[src/rtl/ex_mem_reg_pkg.sv]
// ex_mem_reg_pkg: shared definitions for the EX/MEM result register slice.
//   - Datapath / register-index width defaults (XLEN, REG_ADDR_W).
//   - Sequencer state encodings (IDLE / WAIT).
//   - Width of the optional stall counter (enabled by EX_STALL_CNT_EN).
package ex_mem_reg_pkg;

  localparam int unsigned DefaultXlen     = 64;
  localparam int unsigned DefaultRegAddrW = 5;
  localparam int unsigned StallCntW       = 64;

  // Sequencer states, kept as plain constants for legacy compatibility.
  localparam logic StIdle = 1'b0;
  localparam logic StWait = 1'b1;

endpackage

[src/rtl/ex_mem_reg_stall_counter.sv]
// stall_counter: saturating up-counter with enable, cleared only by reset.
// Ports:
//   clk_i   - clock
//   rst_ni  - asynchronous active-low reset
//   en_i    - count enable (one increment per enabled cycle)
//   cnt_o   - current count, sticks at all-ones
module stall_counter #(
  parameter int unsigned Width = 64
) (
  input  logic             clk_i,
  input  logic             rst_ni,
  input  logic             en_i,
  output logic [Width-1:0] cnt_o
);

  logic [Width-1:0] cnt_q, cnt_d;

  always_comb begin
    cnt_d = cnt_q;
    if (en_i && (cnt_q != {Width{1'b1}})) begin
      cnt_d = cnt_q + {{(Width-1){1'b0}}, 1'b1};
    end
  end

  always_ff @(posedge clk_i or negedge rst_ni) begin
    if (!rst_ni) begin
      cnt_q <= '0;
    end else begin
      cnt_q <= cnt_d;
    end
  end

  assign cnt_o = cnt_q;

endmodule

[src/rtl/ex_mem_reg.sv]
// ex_mem_reg: EX/MEM pipeline register plus mul/div sequencer behind the ALU.
// Captures ALU result, branch decision and instruction tags; holds ID/EX while a
// mul/div op is in flight and drives the ALU ready_flag so each mul/div result
// is consumed exactly once. Resolves flush and MEM backpressure.
// Ports:
//   clk, rst_n                 - clock, asynchronous active-low reset
//   flush_flag                 - kill the instruction currently in EX
//   ID_EX_reg_*                - instruction in ID/EX (valid, op class, rd, pc)
//   alu_res/alu_o_valid/alu_branch_flag - ALU result, mul/div valid, branch
//   MEM_EX_ready               - MEM takes EX/MEM contents this cycle
//   EX_ID_ready                - EX consumes the ID/EX instruction this cycle
//   ready_flag                 - mul/div result accept strobe to the ALU
//   EX_MEM_reg_*               - EX/MEM register contents
//   ex_stall_cnt               - stall cycle count, only with EX_STALL_CNT_EN
module ex_mem_reg
  import ex_mem_reg_pkg::*;
#(
  parameter int unsigned XLEN       = DefaultXlen,
  parameter int unsigned REG_ADDR_W = DefaultRegAddrW
) (
  input  logic                  clk,
  input  logic                  rst_n,
  input  logic                  flush_flag,
  input  logic                  ID_EX_reg_decode_valid,
  input  logic                  ID_EX_reg_mul_valid,
  input  logic                  ID_EX_reg_div_valid,
  input  logic                  ID_EX_reg_trap_valid,
  input  logic [REG_ADDR_W-1:0] ID_EX_reg_rd,
  input  logic                  ID_EX_reg_rd_wen,
  input  logic [XLEN-1:0]       ID_EX_reg_pc,
  input  logic [XLEN-1:0]       alu_res,
  input  logic                  alu_o_valid,
  input  logic                  alu_branch_flag,
  input  logic                  MEM_EX_ready,
  output logic                  EX_ID_ready,
  output logic                  ready_flag,
  output logic                  EX_MEM_reg_valid,
  output logic [XLEN-1:0]       EX_MEM_reg_res,
  output logic [REG_ADDR_W-1:0] EX_MEM_reg_rd,
  output logic                  EX_MEM_reg_rd_wen,
  output logic [XLEN-1:0]       EX_MEM_reg_pc,
  output logic                  EX_MEM_reg_branch,
  output logic                  EX_MEM_reg_trap
`ifdef EX_STALL_CNT_EN
  ,
  output logic [StallCntW-1:0]  ex_stall_cnt
`endif
);

  logic state_q, state_d;
  logic out_free, multi, capture, wait_ready;

  logic                  valid_q, valid_d;
  logic [XLEN-1:0]       res_q, pc_q;
  logic [REG_ADDR_W-1:0] rd_q;
  logic                  rd_wen_q, branch_q, trap_q;

  // EX/MEM can take new contents if empty or being drained this cycle.
  assign out_free = ~valid_q | MEM_EX_ready;
  // Traps never wait on the mul/div unit even if tagged mul/div.
  assign multi = (ID_EX_reg_mul_valid | ID_EX_reg_div_valid) & ~ID_EX_reg_trap_valid;

  always_comb begin
    state_d    = state_q;
    capture    = 1'b0;
    wait_ready = 1'b0;
    case (state_q)
      StIdle: begin
        if (ID_EX_reg_decode_valid && !flush_flag) begin
          if (multi) begin
            state_d = StWait;
          end else if (out_free) begin
            capture = 1'b1;
          end
        end
      end
      StWait: begin
        wait_ready = out_free & ~flush_flag;
        if (flush_flag) begin
          state_d = StIdle;
        end else if (alu_o_valid && wait_ready) begin
          capture = 1'b1;
          state_d = StIdle;
        end
      end
    endcase
  end

  assign EX_ID_ready = capture;
  assign ready_flag  = wait_ready;

  // Capture wins over drain; flush never clears the older EX/MEM entry.
  always_comb begin
    valid_d = valid_q;
    if (capture) begin
      valid_d = 1'b1;
    end else if (MEM_EX_ready) begin
      valid_d = 1'b0;
    end
  end

  always_ff @(posedge clk or negedge rst_n) begin
    if (!rst_n) begin
      state_q <= StIdle;
      valid_q <= 1'b0;
    end else begin
      state_q <= state_d;
      valid_q <= valid_d;
    end
  end

  always_ff @(posedge clk or negedge rst_n) begin
    if (!rst_n) begin
      res_q    <= '0;
      pc_q     <= '0;
      rd_q     <= '0;
      rd_wen_q <= 1'b0;
      branch_q <= 1'b0;
      trap_q   <= 1'b0;
    end else if (capture) begin
      res_q    <= alu_res;
      pc_q     <= ID_EX_reg_pc;
      rd_q     <= ID_EX_reg_rd;
      rd_wen_q <= ID_EX_reg_rd_wen;
      branch_q <= alu_branch_flag;
      trap_q   <= ID_EX_reg_trap_valid;
    end
  end

  assign EX_MEM_reg_valid  = valid_q;
  assign EX_MEM_reg_res    = res_q;
  assign EX_MEM_reg_rd     = rd_q;
  assign EX_MEM_reg_rd_wen = rd_wen_q;
  assign EX_MEM_reg_pc     = pc_q;
  assign EX_MEM_reg_branch = branch_q;
  assign EX_MEM_reg_trap   = trap_q;

`ifdef EX_STALL_CNT_EN
  logic stall_en;
  assign stall_en = (state_q == StWait) | (ID_EX_reg_decode_valid & ~out_free);

  stall_counter #(
    .Width(StallCntW)
  ) u_stall_counter (
    .clk_i (clk),
    .rst_ni(rst_n),
    .en_i  (stall_en),
    .cnt_o (ex_stall_cnt)
  );
`endif

endmodule

[config.mk]
export PLATFORM = sky130hd
export DESIGN_NAME = ex_mem_reg
export DESIGN_NICKNAME = d
export VERILOG_FILES = /design/src/rtl/ex_mem_reg_pkg.sv /design/src/rtl/ex_mem_reg_stall_counter.sv /design/src/rtl/ex_mem_reg.sv
export SDC_FILE = /design/constraint.sdc
export NUM_CORES = 1
export LEC_CHECK = 0
export CAP_MARGIN = 20
export CORE_ASPECT_RATIO = 2
export CORE_UTILIZATION = 36
export DETAILED_ROUTE_END_ITERATION = 7
export PLACE_DENSITY = 0.74
export SYNTH_ARGS = -nofsm -noshare
export SYNTH_HDL_FRONTEND = slang
export SYNTH_SLANG_ARGS = --single-unit
[constraint.sdc]
create_clock -name clk -period 4.7 [get_ports clk]
set_clock_uncertainty 0.1 [all_clocks]
set_input_delay 0.705 -clock clk [delete_from_list [all_inputs] [get_ports clk]]
set_output_delay 0.705 -clock clk [all_outputs]
set_load 0.005 [all_outputs]
==> impl_metrics.py, run 1 <==
# Metrics from the implementation run
metrics = {
    "floorplan": {
        "die_h_um": 175,
        "floorplan.die.width_um": 88.7,
        "row_count": 63,
        "top_level_ports": 283,
    },
    "synth": {
        "synthesis.nets": 446,
        "synth_cell_types": 19,
        "enable_flop_cells": 0,
        "synth_cell_count_leaders": "dfrtp_1 (138), mux2_2 (96), mux2_4 (39)",
        "syn_area_um2": 5420,
        "numSynthFlops": 138,
        "netlist_instances": 302,
        "postSynth.topFlopCell": "dfrtp_1",
        "yosys.stat.chipArea_um2": 5420,
        "synth.top_cell.area_share_pct": 63.7,
        "yosysWarnings": 0,
        "synth_async_sr_flop_share_pct": 100,
        "syn_avg_cell_area_um2": 17.9,
        "synthMostInstantiatedCell": "dfrtp_1",
        "top_cells_by_area": "dfrtp_1 (64%), mux2_2 (20%), mux2_4 (11%), buf_12 (1.8%), buf_4 (1.2%)",
        "ys_seq_share_pct": 63.7,
    },
    "worst_setup_path": {
        "worst_setup_path_end_kind": "output port",
        "arrival_time_of_data_at_the_critical_path_endpoint_ns": 2.50,
        "path_class": "in2out",
        "regToRegStartpoint": "EX_MEM_reg_valid",
        "reg2reg_to": "EX_MEM_reg_res[45]",
        "timing.critical_path.from_type": "input port",
        "r2r.worst_path.cells": 5,
        "setup.reg_to_reg.worst_slack_ns": 2.20,
    },
    "layout": {
        "layout.nets": 735,
        "filler_cell_count": 1171,
        "share_of_layout_cells_above_drive_strength_1_pct": 28.4,
        "layout.area.comb_um2": 1780,
        "area_growth_from_synthesis_to_layout_pct": 65.5,
        "finish.cell_count_without_fillers": 798,
    },
    "power": {
        "combPwrFrac_pct": 30.5,
        "power.ir.vdd_worst_mv": 0.263,
        "switching_power_of_the_nets_uw": 1030,
        "power.leakage_uw": 0.00373,
        "power_density_nw_per_um2": 493,
        "total_internal_power_uw": 3390,
        "power.clock.fraction_pct": 31.0,
    },
    "placed_design": {
        "place.detailed.instances": 766,
        "dp_worst_setup_slack_ns": 1.36,
        "gp_congestion": 0.765,
        "portBuffers": 282,
        "dpl-instance-area_um2": 8340,
        "post_detailed_placement_half_perimeter_wirelength_um": 10800,
    },
    "final_timing": {
        "final_setup_violation_count": 0,
        "relSlewSlack_pct": 45.6,
        "fmaxAchievable_mhz": 302,
        "setup-tns-final_ns": 0,
        "finalCriticalPeriod_ns": 3.31,
    },
    "grt": {
        "grt_start_max_net_pins": 136,
        "groute.usage.overall_pct": 19.2,
        "wire_length_of_the_first_global_routing_pass_um": 21900,
        "antenna_found_initial": 1,
        "grt-ovfl-total": 0,
    },
    "cts": {
        "cts_max_level": 4,
        "cts_resized": 0,
        "tritoncts.num_buffers": 17,
        "tritoncts_num_sinks": 138,
        "clock_path_buffers": 2,
        "cts_hold_buffers": 0,
        "cts_tree": "yes",
        "cts_setup_buffers": 0,
    },
    "routing": {
        "number_of_detailed_route_iterations_in_the_first_pass": 4,
        "route.detailed.wl_per_inst_um": 18.3,
        "ant_nets": 0,
        "drc": 0,
        "detailedRoute.firstIterationViolations": 83,
    },
    "flow_run": {
        "warnings": 29,
        "drv.max_cap_violation_count": 0,
    },
    "min_path": {
        "min-delay-path-class": "in2async",
    },
    "outcome": {
        "status": "finished, final reports clean",
    },
}
==> run 1: power groups by stage <==
stage	sequential (uW)	combinational, uW	clock (uW)
CTS	1710	1370	1400
floorplan	1730	423	0
finish	1700	1350	1370
global placement	1700	1340	0
detailed placement	1720	1360	0
global route	1750	1430	1450
==> run 1: layout by cell type (no fill, tap or decap), types with 2 or more instances in the layout <==
master / Yosys / final
clkbuf_1: 0 / 3
nor3_1: 2 / 2
mux2_2: 96 / 96
dfrtp_1: 138 / 138
bufinv_16: 0 / 4
clkinv_2: 0 / 4
mux2_4: 39 / 39
clkdlybuf4s50_1: 0 / 281
clkbuf_16: 0 / 17
==> run 1: worst max-delay path by stage <==
stage                     slack (ns)           to                  from  cells past startpoint
after global routing            1.31  EX_ID_ready  ID_EX_reg_trap_valid                      5
after detailed placement        1.36  EX_ID_ready   ID_EX_reg_div_valid                      5
after global placement          1.49  EX_ID_ready            flush_flag                      4
final                           1.39  EX_ID_ready   ID_EX_reg_div_valid                      5
after CTS                       1.36  EX_ID_ready   ID_EX_reg_div_valid                      5
after floorplan                 2.19  EX_ID_ready   ID_EX_reg_div_valid                      6
==> run 1: final cells by class <==
class | count | share of cell area (%)
inverter | 1 | 0.0419
timing repair buffer | 285 | 32.1
antenna | 1 | 0.0279
sequential | 138 | 38.5
multi-input combinational | 148 | 19.9
clock inverter | 9 | 1.65
tap | 195 | 2.72
clock buffer | 21 | 5.02
==> run 1: critical path, stage by stage <==
cell and delay (ns):
clkdlybuf4s50_1 0.44, o21ba_2 0.25, nor4_2 0.33, or2_4 0.25, clkdlybuf4s50_1 0.51
==> run 1: registers in the layout, indices dropped and copies added (netlist names) <==
signal / cells
EX_MEM_reg_valid: 1
EX_MEM_reg_res: 64
EX_MEM_reg_branch: 1
EX_MEM_reg_rd_wen: 1
EX_MEM_reg_trap: 1
state_q: 1
EX_MEM_reg_rd: 5
EX_MEM_reg_pc: 64
==> run 1: cells by family (layout without fill, tap and decap cells) <==
logic type             Yosys count  count (layout)  share of synthesized area (%)
AOI/OAI and AO/OA                4               4                          0.508
buffers and inverters           16             316                           3.37
DFF                            138             138                           63.7
muxes                          135             135                           30.8
other                            0               1                              0
and+or+nand+nor                  9               9                           1.62
==> run 1: per-stage QoR <==
| stage | total power (uW) | util (%) | hold WS, ns |
|---|---|---|---|
| after floorplan | 2150 | - | 0.309 |
| after global placement | 3030 | 56.6 | 0.389 |
| after detailed placement | 3080 | 56.6 | 0.392 |
| after CTS | 4480 | 60.6 | 0.371 |
| after global routing | 4620 | 60.8 | 0.0646 |
| final | 4420 | 60.8 | 0.0653 |
==> run 1: routing by layer <==
layer	vias to the layer above	global-route usage [%]	part of all wire [%]
met4	0	11.8	4.0
li1	1656	-	-
met2	172	34.8	57
met3	29	5.50	6.6
met1	1865	18.4	32
met5	-	0	0
Run 1, the metal 2 layer:
Drawn at 3 px/um.
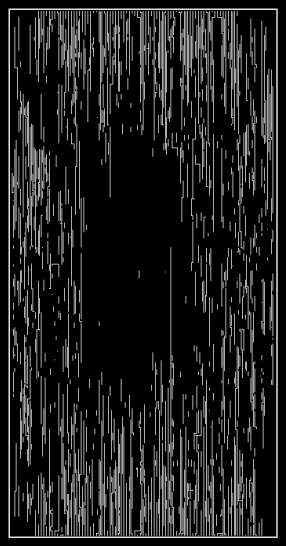
longest straight run	86.0 um
nets with wire on the layer	710
Vias: 3722
Detailed Route WL: 14600 um
global routing met2 resource utilization: 34.8%

Run 1, cell area per tile:
Drawn at 3 px/um. The die is cut into 9 by 18 equal tiles; black is low, pale yellow is high, 0 to 100% covered.
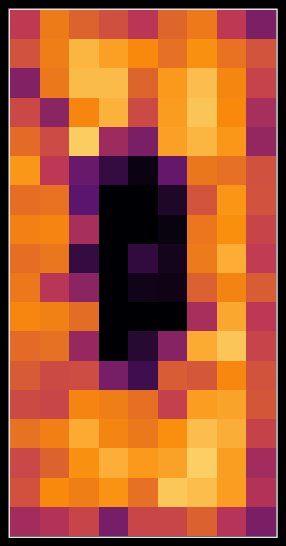
fullest tile	90%
mean over tiles	56%
emptiest ninth of the die	middle
tiles over 75% full	23%
share of the core filled with cells in the final layout: 60.8%
fp_density: 36.8%

Run 1, sequential cells grouped by signal name:
Drawn at 3 px/um. Other sequential cells in the stronger gray, the rest of the logic in the fainter gray.
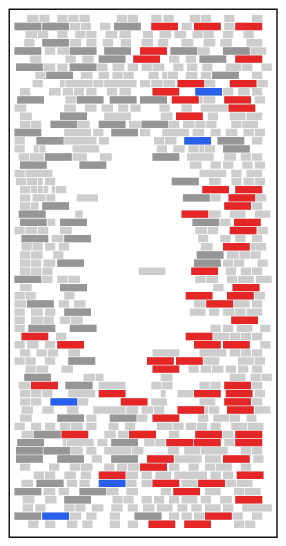
color	signal	flops
red	EX_MEM_reg_res	64
blue	EX_MEM_reg_rd	5
not colored	69
proportion of cell area occupied by registers: 38.5%
power consumed by sequential cells: 1700 uW
Flop area: 3450 um2

Run 1, sizing map:
Drawn at 4 px/um.
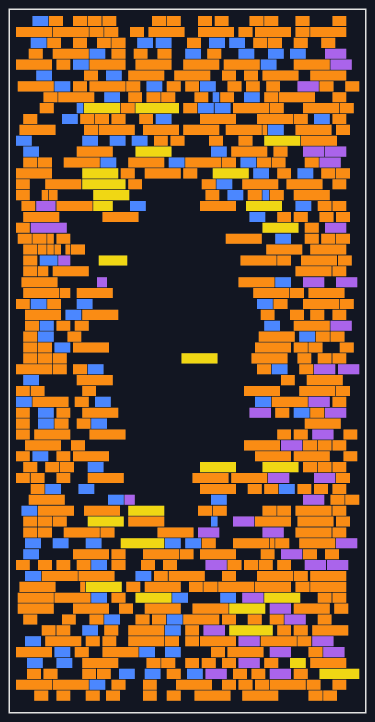

==> run 2, diff against run 1 <==
- PLACE_DENSITY: 0.74 -> 0.77
- clock period: 4.7 -> 3 ns (I/O delays scaled with it)
Run 2, sizing map:
Drawn at 4 px/um.
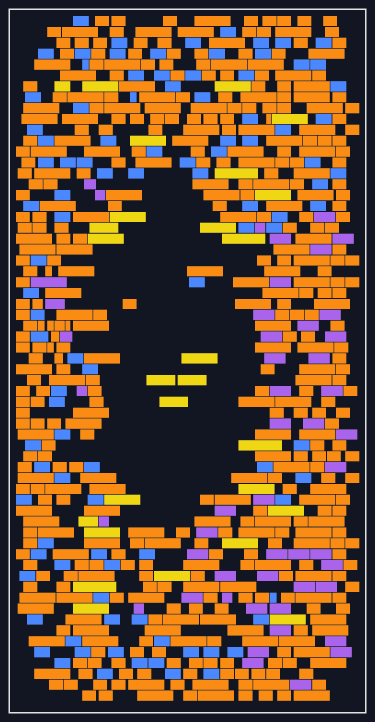
color	size	cells	share
orange	_0 and _1 cells	430	71%
blue	_2 cells	101	17%
purple	_3 and _4 cells	49	8.1%
yellow	_6 and larger	27	4.4%
post-route worst setup slack: 0.239 ns
area growth from synthesis to layout: 66.7%
cell area after layout: 9030 um2
number of buffers outside the clock class in the layout: 289

Run 2, cell area per tile:
Drawn at 3 px/um. The die is cut into 9 by 18 equal tiles; black is low, pale yellow is high, 0 to 100% covered.
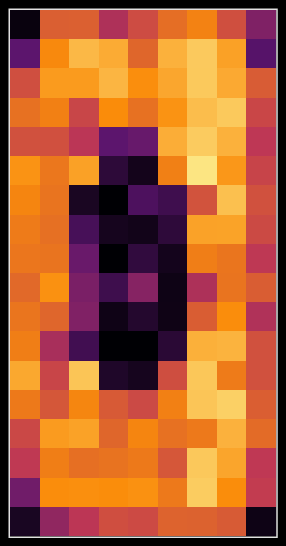
Placeable Area: 14700 um2
share of the core filled with cells in the final layout: 61.3%

==> run 2 against run 1 <==
Net effect:
- non-clock buffer count rose by 4
- critical path type unchanged
- register-to-register slack worse by 1.4 ns
- largest power group unchanged
- combinational power rose by 58%
- die area stayed put
==> impl_metrics.py, run 2 <==
# Metrics from the implementation run
metrics = {
    "outcome": {
        "status": "finished, final reports clean",
    },
    "power": {
        "power.clock.fraction_pct": 31.3,
        "power.leakage_uw": 0.00375,
        "combPwrFrac_pct": 30.5,
        "total_internal_power_uw": 5320,
        "power.ir.vdd_worst_mv": 0.448,
        "switching_power_of_the_nets_uw": 1660,
        "power_density_nw_per_um2": 774,
    },
    "floorplan": {
        "initCoreUtil_pct": 36.8,
        "die_h_um": 175,
        "top_level_ports": 283,
        "floorplan.die.width_um": 88.7,
        "row_count": 63,
    },
    "layout": {
        "flop_area_um2": 3450,
        "layout.nets": 739,
        "filler_cell_count": 1145,
        "layout.area.comb_um2": 1780,
        "lay_top_cells": "clkdlybuf4s50_1 (281), dfrtp_1 (138), mux2_2 (96)",
        "n_antenna_cell": 0,
        "final_common_cell": "clkdlybuf4s50_1",
    },
    "synth": {
        "synth_async_sr_flop_share_pct": 100,
        "yosysWarnings": 0,
        "yosysTopAreaCell": "dfrtp_1",
        "enable_flop_cells": 0,
        "top_cells_by_area": "dfrtp_1 (64%), mux2_2 (20%), mux2_4 (11%), buf_12 (1.8%), buf_4 (1.2%)",
        "numSynthFlops": 138,
        "synth_cell_count_leaders": "dfrtp_1 (138), mux2_2 (96), mux2_4 (39)",
        "synthMostInstantiatedCell": "dfrtp_1",
        "synthesis.nets": 446,
        "netlist_instances": 302,
        "postSynth.topFlopCell": "dfrtp_1",
        "synth.top_cell.area_share_pct": 63.7,
        "ys_seq_share_pct": 63.7,
        "syn_area_um2": 5420,
        "synth_cell_types": 19,
    },
    "placed_design": {
        "portBuffers": 282,
        "gp_congestion": 0.800,
        "dpl-instance-area_um2": 8400,
        "post_detailed_placement_half_perimeter_wirelength_um": 11100,
        "place.detailed.instances": 770,
        "dp_worst_setup_slack_ns": 0.208,
    },
    "grt": {
        "grt_start_max_net_pins": 60,
        "number_of_global_route_vias_before_repair": 4088,
        "wire_length_of_the_first_global_routing_pass_um": 22400,
        "grt-ovfl-total": 0,
    },
    "final_timing": {
        "finalCriticalPeriod_ns": 2.76,
        "hold-worst-slack_ns": 0.404,
        "final_setup_violation_count": 0,
        "relSlewSlack_pct": 68.8,
        "fmaxAchievable_mhz": 362,
    },
    "cts": {
        "tritoncts_num_sinks": 138,
        "clk-insertion-delay-late_ns": 0.42,
        "cts_max_level": 4,
        "clock_path_buffers": 2,
        "cts_setup_buffers": 0,
        "tritoncts.num_buffers": 17,
        "cts_resized": 0,
        "cts_tree": "yes",
    },
    "worst_setup_path": {
        "r2r.worst_path.cells": 6,
        "timing.critical_path.from_type": "input port",
        "path_class": "in2out",
        "regToRegStartpoint": "EX_MEM_reg_valid",
        "reg2reg_to": "EX_MEM_reg_res[62]",
        "arrival_time_of_data_at_the_critical_path_endpoint_ns": 2.21,
        "setup.reg_to_reg.worst_slack_ns": 0.78,
    },
    "flow_run": {
        "warnings": 26,
        "drv.max_cap_violation_count": 0,
    },
    "routing": {
        "num_vias": 3720,
        "routed_wl_um": 14900,
        "detailedRoute.firstIterationViolations": 107,
        "route.detailed.wl_per_inst_um": 18.5,
        "ant_nets": 0,
        "number_of_detailed_route_iterations_in_the_first_pass": 6,
        "drc": 0,
    },
    "min_path": {
        "min-delay-path-class": "reg2reg",
    },
}
-- run 2: layer usage --
layer  vias to the layer above  part of all wire [%]  GRT usage [%]
li1                       1654                     -              -
met1                      1849                    33           19.2
met2                       177                    56           35.6
met3                        40                   7.2           6.25
met4                         0                   4.2           11.5
met5                         -                     0              0
-- run 2: layout make-up --
cell class / count / share of cell area [%]
flip-flops and latches: 138 / 38.2
clock buffers: 19 / 4.90
well taps: 195 / 2.70
clock inverters: 12 / 1.93
multi-input cells: 148 / 19.8
inverters: 1 / 0.0416
repair buffers: 289 / 32.4
-- run 2: critical path, cell delays in order --
cell and delay [ns]:
clkdlybuf4s50_1 0.53, nor4bb_4 0.43, or2_4 0.19, clkdlybuf4s50_1 0.60
-- run 2: power groups by stage --
stage	registers [uW]	logic [uW]	clock network (uW)
2_1_floorplan	2710	662	0
3_3_place_gp	2660	2100	0
3_5_place_dp	2700	2150	0
4_1_cts	2670	2170	2250
5_1_grt	2730	2270	2300
6_report	2660	2130	2190
-- run 2: cell families (layout without fill, tap and decap cells) --
group / Yosys count / in the layout / share of synthesized area [%]
flops: 138 / 138 / 63.7
mux: 135 / 135 / 30.8
buf+inv: 16 / 321 / 3.37
simple gates: 9 / 9 / 1.62
compound gates: 4 / 4 / 0.508
-- run 2: stage by stage --
| stage | power (uW) | util (%) |
|---|---|---|
| after floorplan | 3380 | - |
| after global placement | 4760 | 57.0 |
| after detailed placement | 4840 | 57.0 |
| after CTS | 7090 | 61.3 |
| after global routing | 7300 | 61.3 |
| final | 6990 | 61.3 |
-- run 2: worst max path at each step --
stage,start,end,slack [ns],depth (start not counted)
finish,flush_flag,EX_ID_ready,0.24,4
global route,flush_flag,EX_ID_ready,0.20,4
CTS,flush_flag,EX_ID_ready,0.21,4
detailed placement,flush_flag,EX_ID_ready,0.21,4
global placement,flush_flag,EX_ID_ready,0.25,4
floorplan,ID_EX_reg_div_valid,EX_ID_ready,1.0,6
-- run 2: repair_timing --
item,in CTS,in global routing
setup endpoints to repair,0,0
hold endpoints to repair,49,0
hold buffers,1,0
Power and IR drop assume default switching activity.
